### M2 wires

Scale: 1 px per µm. Cells faint in the background.
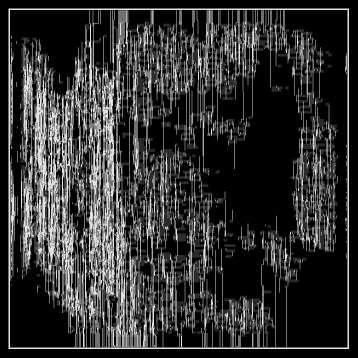
### The metal 3 layer

Scale: 1 px per µm.
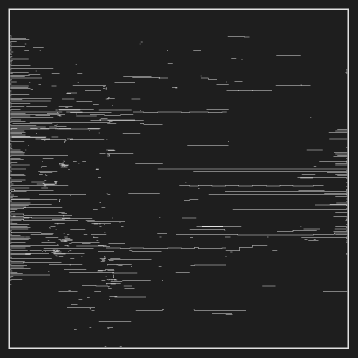
### Routing congestion map

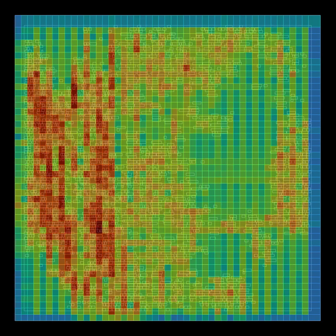
### Gate families picked out

Scale: 1.5 px per µm.
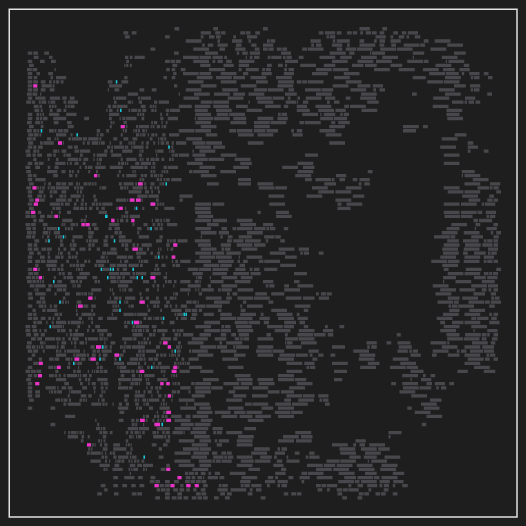
--- src/rtl/fetch_unit.sv ---
// Purpose: instruction fetch front end; issues PC-ordered requests, queues returned words, flushes stale ones on redirect.
// Latency: a kept response is visible at instr_valid_D one cycle after it arrives (no bypass).
// Backpressure: requests stall while queued + in-flight reaches DEPTH; decode stalls the queue with instr_ready_D.
// Ports: clk/reset; PCSrc_F/PCBranch_F and EProc_F/EVAddr_F redirects (exception wins);
//        imem_req_*/imem_addr_F request side; imem_rsp_* in-order response side;
//        instr_*_D queue head toward decode; NextPC_F next PC value; flushing_F stale responses pending.
module fetch_unit #(
  parameter int             N        = 64,
  parameter int             DEPTH    = 4,
  parameter logic [N-1:0]   RESET_PC = '0
) (
  input  logic         clk,
  input  logic         reset,
  input  logic         PCSrc_F,
  input  logic [N-1:0] PCBranch_F,
  input  logic         EProc_F,
  input  logic [N-1:0] EVAddr_F,
  output logic         imem_req_valid_F,
  input  logic         imem_req_ready_F,
  output logic [N-1:0] imem_addr_F,
  input  logic         imem_rsp_valid_F,
  input  logic [31:0]  imem_rsp_data_F,
  output logic         instr_valid_D,
  input  logic         instr_ready_D,
  output logic [31:0]  instr_D,
  output logic [N-1:0] instr_pc_D,
  output logic [N-1:0] NextPC_F,
  output logic         flushing_F
);

  localparam int PW = $clog2(DEPTH);
  localparam int CW = PW + 1;

  typedef enum logic {RUN, FLUSH} state_t;

  state_t        state_q, state_n;
  logic [N-1:0]  pc_q;
  logic [N-1:0]  rsp_pc_q;
  logic [31:0]   q_dat [DEPTH];
  logic [N-1:0]  q_pc  [DEPTH];
  logic [PW-1:0] rd_ptr_q, wr_ptr_q;
  logic [CW-1:0] count_q, inflight_q, drop_q, drop_n;
  logic [31:0]   hold_dat_q;
  logic [N-1:0]  hold_pc_q;

  logic          redirect;
  logic [N-1:0]  redirect_pc;
  logic          req_fire;
  logic          rsp_keep;
  logic          pop;
  logic [CW:0]   occupied;

  assign redirect    = EProc_F | PCSrc_F;
  assign redirect_pc = EProc_F ? EVAddr_F : PCBranch_F;

  // Queue slots already promised: entries waiting for decode plus requests still out in memory.
  assign occupied         = {1'b0, count_q} + {1'b0, inflight_q};
  assign imem_req_valid_F = !reset && !redirect && (occupied < (CW+1)'(DEPTH));
  assign imem_addr_F      = pc_q;
  assign req_fire         = imem_req_valid_F & imem_req_ready_F;

  always_comb begin
    NextPC_F = pc_q;
    if (EProc_F) begin
      NextPC_F = EVAddr_F;
    end else if (PCSrc_F) begin
      NextPC_F = PCBranch_F;
    end else if (req_fire) begin
      NextPC_F = pc_q + N'(4);
    end
  end

  // Only responses that belong to the current PC stream enter the queue.
  assign rsp_keep = imem_rsp_valid_F && !redirect && (state_q == RUN);

  assign instr_valid_D = (count_q != '0);
  assign pop           = instr_valid_D & instr_ready_D;

  // When empty, the head outputs keep showing whatever was last presented.
  assign instr_D    = instr_valid_D ? q_dat[rd_ptr_q] : hold_dat_q;
  assign instr_pc_D = instr_valid_D ? q_pc[rd_ptr_q]  : hold_pc_q;

  assign flushing_F = (state_q == FLUSH);

  // Drop counter / state: a redirect turns every outstanding request (other than a
  // response landing this very cycle) into one that must be discarded.
  always_comb begin
    drop_n  = drop_q;
    state_n = state_q;
    if (redirect) begin
      drop_n = inflight_q - CW'(imem_rsp_valid_F);
    end else if ((state_q == FLUSH) && imem_rsp_valid_F) begin
      drop_n = drop_q - CW'(1);
    end
    state_n = (drop_n != '0) ? FLUSH : RUN;
  end

  always_ff @(posedge clk) begin
    if (reset) begin
      pc_q       <= RESET_PC;
      rsp_pc_q   <= RESET_PC;
      rd_ptr_q   <= '0;
      wr_ptr_q   <= '0;
      count_q    <= '0;
      inflight_q <= '0;
      drop_q     <= '0;
      state_q    <= RUN;
      hold_dat_q <= '0;
      hold_pc_q  <= '0;
    end else begin
      pc_q       <= NextPC_F;
      inflight_q <= inflight_q + CW'(req_fire) - CW'(imem_rsp_valid_F);
      drop_q     <= drop_n;
      state_q    <= state_n;
      hold_dat_q <= instr_D;
      hold_pc_q  <= instr_pc_D;
      if (redirect) begin
        rsp_pc_q <= redirect_pc;
        rd_ptr_q <= '0;
        wr_ptr_q <= '0;
        count_q  <= '0;
      end else begin
        if (rsp_keep) begin
          wr_ptr_q <= wr_ptr_q + PW'(1);
          rsp_pc_q <= rsp_pc_q + N'(4);
        end
        if (pop) begin
          rd_ptr_q <= rd_ptr_q + PW'(1);
        end
        count_q <= count_q + CW'(rsp_keep) - CW'(pop);
      end
    end
  end

  always_ff @(posedge clk) begin
    if (rsp_keep) begin
      q_dat[wr_ptr_q] <= imem_rsp_data_F;
      q_pc[wr_ptr_q]  <= rsp_pc_q;
    end
  end

`ifndef SYNTHESIS
  // Request throttling guarantees a free slot for every kept response.
  assert property (@(posedge clk) disable iff (reset) rsp_keep |-> (count_q < CW'(DEPTH)));
`endif

endmodule

--- config.mk ---
export PLATFORM = sky130hd
export DESIGN_NAME = fetch_unit
export DESIGN_NICKNAME = d
export VERILOG_FILES = /design/src/rtl/fetch_unit.sv
export SDC_FILE = /design/constraint.sdc
export NUM_CORES = 1
export LEC_CHECK = 0
export CAP_MARGIN = 30
export CORE_MARGIN = 10
export CORE_UTILIZATION = 27
export DETAILED_ROUTE_END_ITERATION = 10
export SLEW_MARGIN = 10
export SYNTH_ARGS = -nofsm -noshare
export SYNTH_HDL_FRONTEND = slang
export SYNTH_SLANG_ARGS = --single-unit
--- constraint.sdc ---
create_clock -name clk -period 12.4 [get_ports clk]
set_input_delay 2.48 -clock clk [delete_from_list [all_inputs] [get_ports clk]]
set_output_delay 2.48 -clock clk [all_outputs]
set_load 0.03 [all_outputs]
==> qor.yml <==
status: "complete, no violations"
hold_end: "wr_ptr_q[1]"
power.leakage_nw: 11.6
netlist_instances: 2100
yosysChipArea_mm2: 0.0272
die_area_mm2: 0.114
diodes: 3
path_clk_slew_ps: 60
core_area_mm2: 0.100
postCtsHoldBufs: 0
drt-met1-wl_mm: 40.8
final-nonclk-buf-share_pct: 12.1
crit_start: "PCSrc_F"
finalClockPeriodUsage_pct: 70.1
edf_count: 384
cp_num_cells: 8
power_leader: "registers"
synth_area_mm2: 0.0272
yosys.area.top_type_share_pct: 42.4
dpl.hpwl_mm: 69.3
area_leaders: "edfxtp_1 (42%), dfxtp_1 (18%), mux4_2 (7.9%)"
dr.max_layer_used: "met5"
hold_class: "flop to flop"
dp_worst_setup_slack_ps: 3800
grt_pass1_vias: 19592
worstPathBufferInverterCount: 3
pg_comb_mw: 0.473
r2r-end: "imem_addr_F[44]"
clock_area_share_pct: 7.08
critPathKind: "primary input to primary output"
power.internal_mw: 3.75
total_power_mw: 5.01
h-tree-depth: 3
numCtsBuffers: 75
finalWorstSetupSlack_ps: 3710
grt_max_degree: 65
power.density_mw_per_mm2: 143
maxCapViolCount: 0
fill_cells: 9865
fp.dieH_um: 338
fin_nets: 2656
max_stage_delay_ps: 1100
r2r_setup_slack_ps: 8890
worstSetupEndpoint: "NextPC_F[44]"
use_met2_pct: 26.3
setup_tns_ps: 0
worstPathCellList: "clkdlybuf4s50_1 -> buf_4 -> nor3_4 -> nand4_1 -> nor4_2 -> mux2i_1 -> nand2_1 -> clkdlybuf4s50_1"
die_w_um: 338
synth_seq_share_pct: 60.0
ys_types: 77
fp_nets: 2284
cts_buffer_depth: 3
grt_overflow_total: 0
final_common_cell: "clkdlybuf4s50_1"
final_max_slew_viol_count: 0
flops: 624
clock_skew_ps: 28.7
hold_path_depth: 2
regArea_mm2: 0.0163
yosysTopAreaCell: "edfxtp_1"
combPwrFrac_pct: 9.4
clkPwrFrac_pct: 44.2
setup_viol_count_final: 0
pwr-share-seq_pct: 46.4
sh_comb_area_pct: 29.2
hold_ws_ps: 499
logic_area_mm2: 0.0103
postCtsSetupBuffers: 0
inverters_excl_clock: 38
comb_cells: 1306
yosys_warnings: 0
worst_ir_drop_vdd_mv: 0.0880
Notes on 'M2 wires' above:
- wire length on this layer: 44.1 mm
- share of all routed wire: 46%
- longest straight run: 119 µm

Notes on 'The metal 3 layer' above:
- main direction: horizontal
- longest straight run: 189 µm
- wire length on this layer: 7410 µm

Notes on 'Routing congestion map' above:
Final Core Density: 35.1%
met3 Track Usage GR: 4.78%
met1 usage: 20.7%

Notes on 'Gate families picked out' above:
- magenta: AND-OR and OR-AND gates (cells 55)
- cyan: inverters (cells 38)

[kinds of logic (layout without fill, tap and decap cells)]
family                   after synthesis  in the layout  synth area share, %
multiplexers                         214            214                 12.7
other                                  0              3                    0
adder cells (fa/ha/maj)               17             17                0.836
flip-flops                           624            624                 60.0
AND/OR/NAND/NOR                      680            680                 14.0
XOR/XNOR                              25             25                0.804
buffers and inverters                170            603                 2.43
AND-OR/OR-AND                        370            370                 9.20
[registers in the layout, summed over array words and instances (netlist names), named ones only]
| register | flops |
|---|---|
| q_pc | 256 |
| rd_ptr_q | 2 |
| wr_ptr_q | 2 |
| rsp_pc_q | 64 |
| drop_q | 3 |
| imem_addr_F | 64 |
| count_q | 3 |
| q_dat | 128 |
| flushing_F | 1 |
| inflight_q | 3 |
| hold_pc_q | 64 |
| hold_dat_q | 32 |
No activity file was given, so power comes from the tool's default toggle rates.
